$ cat src/rtl/io_master_pkg.sv
// rtl/io_master_pkg.sv - shared types, constants and default timing for io_master
package io_master_pkg;

    typedef enum logic [2:0] {
        S_IDLE,
        S_SETUP,
        S_STROBE,
        S_GAP,
        S_WAIT_END,
        S_READ,
        S_FINISH
    } state_t;

    typedef enum logic [1:0] {
        W_BASE = 2'd0,
        W_EXP  = 2'd1,
        W_MOD  = 2'd2,
        W_GO   = 2'd3
    } word_idx_t;

    localparam logic [31:0] GO_WORD = 32'h0;

    localparam int DEF_SETUP_CYC   = 2;
    localparam int DEF_STROBE_CYC  = 4;
    localparam int DEF_GAP_CYC     = 4;
    localparam int DEF_READ_CYC    = 2;
    localparam int DEF_TIMEOUT_CYC = 1000000;

    // Counters hold (cycles - 1) down to zero, so log2 of the largest phase is enough.
    function automatic int cnt_width(input int max_cyc);
        return (max_cyc < 2) ? 1 : $clog2(max_cyc);
    endfunction

endpackage

$ cat src/rtl/io_master_if.sv
// rtl/io_master_if.sv - shared data bus and strobe handshake between master and responder
interface io_master_if;
    logic [31:0] data_o;
    logic        data_oe;
    logic        write;
    logic        oe;
    logic        io_end;
    logic [31:0] data_i;

    modport master (
        output data_o,
        output data_oe,
        output write,
        output oe,
        input  io_end,
        input  data_i
    );

    modport slave (
        input  data_o,
        input  data_oe,
        input  write,
        input  oe,
        output io_end,
        output data_i
    );
endinterface

$ cat src/rtl/io_cycle_timer.sv
// rtl/io_cycle_timer.sv - saturating down-counter timing every io_master phase
module io_cycle_timer #(
    parameter int WIDTH = 8
) (
    input  logic             clk,
    input  logic             rstn,
    input  logic             load,
    input  logic [WIDTH-1:0] load_val,
    input  logic             enable,
    output logic             expired
);

    logic [WIDTH-1:0] count;

    always_ff @(posedge clk or negedge rstn) begin
        if (!rstn) begin
            count <= '0;
        end else if (load) begin
            count <= load_val;
        end else if (enable && (count != '0)) begin
            count <= count - WIDTH'(1);
        end
    end

    assign expired = (count == '0);

endmodule

$ cat src/rtl/io_master.sv
// rtl/io_master.sv - four-write strobe master that launches an RSA job and reads back the result
module io_master
    import io_master_pkg::*;
#(
    parameter int SETUP_CYC   = DEF_SETUP_CYC,
    parameter int STROBE_CYC  = DEF_STROBE_CYC,
    parameter int GAP_CYC     = DEF_GAP_CYC,
    parameter int READ_CYC    = DEF_READ_CYC,
    parameter int TIMEOUT_CYC = DEF_TIMEOUT_CYC
) (
    input  logic        clk,
    input  logic        rstn,
    input  logic        start,
    input  logic [31:0] base_in,
    input  logic [31:0] exp_in,
    input  logic [31:0] mod_in,
    output logic        busy,
    output logic        done,
    output logic        timeout,
    output logic [31:0] result,
    io_master_if.master bus
);

    localparam int MAX_A   = (SETUP_CYC > STROBE_CYC) ? SETUP_CYC : STROBE_CYC;
    localparam int MAX_B   = (GAP_CYC > READ_CYC) ? GAP_CYC : READ_CYC;
    localparam int MAX_AB  = (MAX_A > MAX_B) ? MAX_A : MAX_B;
    localparam int MAX_CYC = (MAX_AB > TIMEOUT_CYC) ? MAX_AB : TIMEOUT_CYC;
    localparam int CNT_W   = cnt_width(MAX_CYC);

    state_t           state;
    state_t           state_next;
    word_idx_t        idx;
    logic [31:0]      base_q;
    logic [31:0]      exp_q;
    logic [31:0]      mod_q;
    logic [31:0]      cur_word;
    logic [CNT_W-1:0] load_val;
    logic             expired;

    // The timer reloads on every state change, so each phase starts from a fresh count.
    io_cycle_timer #(.WIDTH(CNT_W)) u_timer (
        .clk      (clk),
        .rstn     (rstn),
        .load     (state_next != state),
        .load_val (load_val),
        .enable   (state != S_IDLE),
        .expired  (expired)
    );

    always_ff @(posedge clk or negedge rstn) begin
        if (!rstn) begin
            state <= S_IDLE;
        end else begin
            state <= state_next;
        end
    end

    always_comb begin
        state_next = state;
        case (state)
            S_IDLE:     if (start) state_next = S_SETUP;
            S_SETUP:    if (expired) state_next = S_STROBE;
            S_STROBE:   if (expired) state_next = S_GAP;
            S_GAP:      if (expired) state_next = (idx == W_GO) ? S_WAIT_END : S_SETUP;
            S_WAIT_END: begin
                if (bus.io_end) begin
                    state_next = S_READ;
                end else if (expired) begin
                    state_next = S_IDLE;
                end
            end
            S_READ:     if (expired) state_next = S_FINISH;
            S_FINISH:   state_next = S_IDLE;
            default:    state_next = S_IDLE;
        endcase
    end

    always_comb begin
        load_val = '0;
        case (state_next)
            S_SETUP:    load_val = CNT_W'(SETUP_CYC - 1);
            S_STROBE:   load_val = CNT_W'(STROBE_CYC - 1);
            S_GAP:      load_val = CNT_W'(GAP_CYC - 1);
            S_WAIT_END: load_val = CNT_W'(TIMEOUT_CYC - 1);
            S_READ:     load_val = CNT_W'(READ_CYC - 1);
            default:    load_val = '0;
        endcase
    end

    always_comb begin
        case (idx)
            W_BASE:  cur_word = base_q;
            W_EXP:   cur_word = exp_q;
            W_MOD:   cur_word = mod_q;
            default: cur_word = GO_WORD;
        endcase
    end

    always_comb begin
        bus.data_o  = '0;
        bus.data_oe = 1'b0;
        bus.write   = 1'b0;
        bus.oe      = 1'b0;
        busy        = 1'b0;
        done        = 1'b0;
        case (state)
            S_SETUP, S_GAP: begin
                bus.data_o  = cur_word;
                bus.data_oe = 1'b1;
                busy        = 1'b1;
            end
            S_STROBE: begin
                bus.data_o  = cur_word;
                bus.data_oe = 1'b1;
                bus.write   = 1'b1;
                busy        = 1'b1;
            end
            S_WAIT_END: busy = 1'b1;
            S_READ: begin
                bus.oe = 1'b1;
                busy   = 1'b1;
            end
            S_FINISH: done = 1'b1;
            default: ;
        endcase
    end

    always_ff @(posedge clk or negedge rstn) begin
        if (!rstn) begin
            base_q  <= '0;
            exp_q   <= '0;
            mod_q   <= '0;
            idx     <= W_BASE;
            result  <= '0;
            timeout <= 1'b0;
        end else begin
            timeout <= (state == S_WAIT_END) && !bus.io_end && expired;
            if ((state == S_IDLE) && start) begin
                base_q <= base_in;
                exp_q  <= exp_in;
                mod_q  <= mod_in;
                idx    <= W_BASE;
            end
            if ((state == S_GAP) && expired && (idx != W_GO)) begin
                idx <= word_idx_t'(idx + 2'd1);
            end
            if ((state == S_READ) && expired) begin
                result <= bus.data_i;
            end
        end
    end

endmodule

$ cat src/flat_wrapper.sv
// flat-port wrapper written by rule: the top's interface ports become plain ports
module io_master_flat import io_master_pkg::*;
#(
    parameter int SETUP_CYC   = DEF_SETUP_CYC,
    parameter int STROBE_CYC  = DEF_STROBE_CYC,
    parameter int GAP_CYC     = DEF_GAP_CYC,
    parameter int READ_CYC    = DEF_READ_CYC,
    parameter int TIMEOUT_CYC = DEF_TIMEOUT_CYC
)
  (clk, rstn, start, base_in, exp_in, mod_in, busy, done, timeout, result, bus_data_o, bus_data_oe, bus_write, bus_oe, bus_io_end, bus_data_i);
  io_master_if bus_i ();
  input  logic clk;
  input  logic rstn;
  input  logic start;
  input  logic [31:0] base_in;
  input  logic [31:0] exp_in;
  input  logic [31:0] mod_in;
  output logic busy;
  output logic done;
  output logic timeout;
  output logic [31:0] result;
  output wire logic [$bits(bus_i.data_o)-1:0] bus_data_o;
  output wire logic [$bits(bus_i.data_oe)-1:0] bus_data_oe;
  output wire logic [$bits(bus_i.write)-1:0] bus_write;
  output wire logic [$bits(bus_i.oe)-1:0] bus_oe;
  input wire logic [$bits(bus_i.io_end)-1:0] bus_io_end;
  input wire logic [$bits(bus_i.data_i)-1:0] bus_data_i;
  assign bus_data_o = bus_i.data_o;
  assign bus_data_oe = bus_i.data_oe;
  assign bus_write = bus_i.write;
  assign bus_oe = bus_i.oe;
  assign bus_i.io_end = bus_io_end;
  assign bus_i.data_i = bus_data_i;
  io_master #(.SETUP_CYC(SETUP_CYC), .STROBE_CYC(STROBE_CYC), .GAP_CYC(GAP_CYC), .READ_CYC(READ_CYC), .TIMEOUT_CYC(TIMEOUT_CYC)) u_core (.clk(clk), .rstn(rstn), .start(start), .base_in(base_in), .exp_in(exp_in), .mod_in(mod_in), .busy(busy), .done(done), .timeout(timeout), .result(result), .bus(bus_i));
endmodule
$ cat config.mk
export PLATFORM = sky130hd
export DESIGN_NAME = io_master_flat
export DESIGN_NICKNAME = d
export VERILOG_FILES = /design/src/rtl/io_master_pkg.sv /design/src/rtl/io_master_if.sv /design/src/rtl/io_cycle_timer.sv /design/src/rtl/io_master.sv /design/src/flat_wrapper.sv
export SDC_FILE = /design/constraint.sdc
export NUM_CORES = 1
export LEC_CHECK = 0
export ABC_AREA = 1
export CELL_PAD_IN_SITES_DETAIL_PLACEMENT = 1
export CELL_PAD_IN_SITES_GLOBAL_PLACEMENT = 1
export CORE_ASPECT_RATIO = 1.2
export CORE_UTILIZATION = 37
export CTS_CLUSTER_SIZE = 8
export DETAILED_ROUTE_END_ITERATION = 7
export GPL_ROUTABILITY_DRIVEN = 1
export PLACE_DENSITY = 0.81
export SETUP_SLACK_MARGIN = 0.5
export SYNTH_ARGS = -nofsm -noshare
export SYNTH_HDL_FRONTEND = slang
export SYNTH_HIERARCHICAL = 1
export SYNTH_SLANG_ARGS = --single-unit
$ cat constraint.sdc
create_clock -name clk -period 4 [get_ports clk]
set_input_delay 0.8 -clock clk [delete_from_list [all_inputs] [get_ports clk]]
set_output_delay 0.8 -clock clk [all_outputs]
set_load 0.01 [all_outputs]
Cell area per tile:
The die is cut into 13 by 16 equal tiles; black is low, pale yellow is high, 0 to 100% covered.
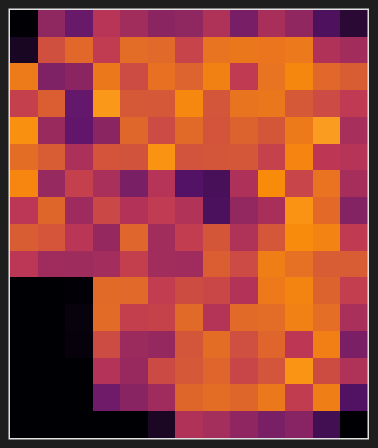
tiles over 75% full: 2.9%
mean over tiles: 48%
nearly empty tiles: 11%
emptiest ninth of the die: bottom left
fullest tile: 78%
fin util: 0.523
area of the core: 19700 sq um

Drive-strength map:
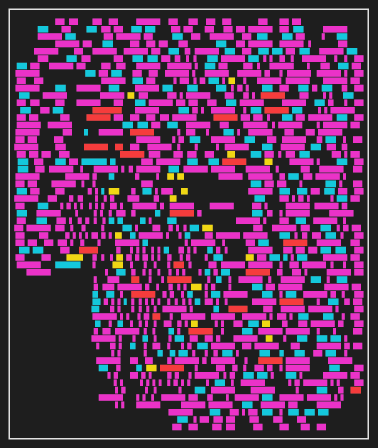
[cyan] x2 | cells: 171 | share: 18%
[magenta] x1 and smaller | cells: 710 | share: 77%
[red] x6 and larger | cells: 25 | share: 2.7%
[yellow] x3 and x4 | cells: 20 | share: 2.2%
Setup WS post-layout: 642 ps
Buffers, non-clock: 210
Syn-to-layout area delta: 37.0%

==> impl_metrics.tcl <==
# implementation run metrics
set metrics [dict create \
    status "completed" \
    worstPathRequired_ps 3200 \
    postCtsHoldBufs 0 \
    htreeDepth 4 \
    ys_ff 154 \
    dieHeight_um 158 \
    ant_nets 0 \
    drive_gt1_frac 0.233 \
    whs_ps 335 \
    crit_slowest_cell "clkdlybuf4s50_1" \
    cts_resized 0 \
    ff_latch_area_sq_um 3860 \
    hp-class "in -> async" \
    insertion_delay_ps 430 \
    path_class "reg -> out" \
    io_pins 202 \
    grt_max_degree 99 \
    crit_path_end_kind "output pin" \
    layout_min_cycle_time_ps 3360 \
    pwr-share-comb 0.190 \
    logic_area_sq_um 3330 \
    vias 5947 \
    ff_type "dfrtp_1" \
    place_ws_ps 907 \
    antenna_cells 0 \
    nets 1052 \
    gr-total-overflow 0 \
    ys_cells 713 \
    place.gp.congestion 0.850 \
    clk_pin_slew_ps 70 \
    clock_power_share 0.376 \
    cts_tree "built" \
    clockBufferDepth 2 \
    grt_setup_unrepaired "false" \
    gr-usage-all-layers 0.204 \
    p_sw_frac 0.298 \
    antenna_found_initial 0 \
    yosysTopAreaCell "dfrtp_1" \
    power_switching_mw 1.23 \
    synth_cell_type_count 31 \
    finClkSkew_ps 11.5 \
]
Placed cells, one color a class:
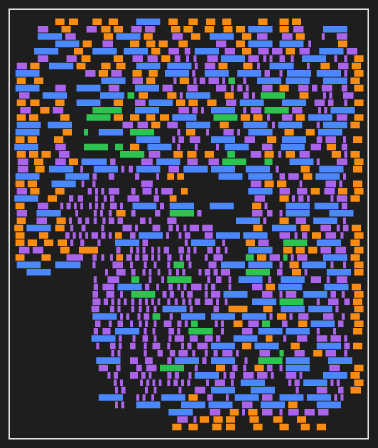
[green] clock drivers and dummy loads | cells: 32 | share of their area: 5.7%
[orange] remaining buffers and delay cells | cells: 210 | share of their area: 21%
[blue] registers | cells: 154 | share of their area: 39%
[purple] remaining logic cells | cells: 530 | share of their area: 34%

-- layout make-up --
type | count | area share
clock buffers | 17 | 0.0413
clock inverters | 15 | 0.0136
inverters | 29 | 0.0106
multi-input cells | 501 | 0.323
flip-flops and latches | 154 | 0.375
well taps | 261 | 0.0317
repair buffers | 210 | 0.205
-- final timing paths --
check | start | endpoint | cells after the start | slack (ps)
setup reg to reg | u_core/u_timer/count[0] | u_core/u_timer/count[0] | 16 | 880
min in group clk | u_core/result[7] | u_core/result[7] | 1 | 500
hold / removal | rstn | u_core/exp_q[4] | 1 | 340
max in group asynchronous | rstn | u_core/u_timer/count[0] | 2 | 2850
hold reg to reg | u_core/result[7] | u_core/result[7] | 1 | 500
setup / recovery | u_core/state[0] | bus_data_o[10] | 7 | 640
-- placed cells by master (no fill, tap or decap), types with 2 or more instances in the layout --
cell type and instances:
nor4_1 2, o21ai_0 8, inv_1 27, a31oi_1 33, xnor2_1 4, ha_1 7, clkinv_4 4, mux2_2 125
nand2_4 2, nand3_2 11, clkbuf_16 17, nand2_2 15, clkdlybuf4s50_1 200, o21ai_2 3, buf_4 7, clkinv_2 3
buf_12 2, nor3_1 2, xor2_1 8, nand4_1 3, nand2_1 182, inv_2 2, nor2_2 10, dfrtp_1 152
mux2_1 3, nor2_1 30, inv_6 3, nor2_4 3, clkinvlp_4 3, dfrtp_2 2, conb_1 8, nand3_1 37
-- power groups by stage --
stage / registers (mW) / logic (mW) / clock network (mW)
after floorplan: 1.80 / 0.465 / 0
after global placement: 1.81 / 0.763 / 0
after detailed placement: 1.81 / 0.786 / 0
after CTS: 1.79 / 0.793 / 1.60
after global routing: 1.81 / 0.881 / 1.66
final: 1.79 / 0.782 / 1.55
-- flip-flops by register name (all words and copies together), names as in the netlist --
name	cells
u_core/base_q	32
u_core/exp_q	32
u_core/idx	2
u_core/mod_q	32
u_core/result	32
u_core/state	3
u_core/timeout	1
u_core/u_timer/count	20
-- logic make-up (layout without fill, tap and decap cells) --
kind of cell    count (synthesis)  after routing  synth area share
mux                           128            128             0.192
flops                         154            154             0.513
simple gates                  300            300             0.183
other cells                     1              8          0.000500
buf+inv                        65            271            0.0472
xor+xnor                       12             12            0.0140
fa+ha+maj                       7              7            0.0117
compound gates                 46             46            0.0380
-- stage by stage --
stage	cell area (sq um)	power (mW)	util
floorplan	7530	2.26	-
global placement	9720	2.57	0.494
detailed placement	9720	2.60	0.494
CTS	10300	4.18	0.522
global route	10300	4.35	0.523
finish	10300	4.12	0.523
-- metal layers --
layer	vias up	track usage	routed length, um
li1	2775	-	-
met1	2989	0.242	8710
met2	157	0.362	10500
met3	26	0.0464	869
met4	0	0.0736	436
met5	-	0	0
-- critical path, delay by kind of cell (launching register included) --
| kind | cells | cell delay (ps) |
|---|---|---|
| AND-OR/OR-AND | 1 | 310 |
| buffers and inverters | 3 | 910 |
| flip-flops | 1 | 500 |
| AND/OR/NAND/NOR | 3 | 390 |
Power figures rest on the tool's default switching activity, not on a simulated workload.
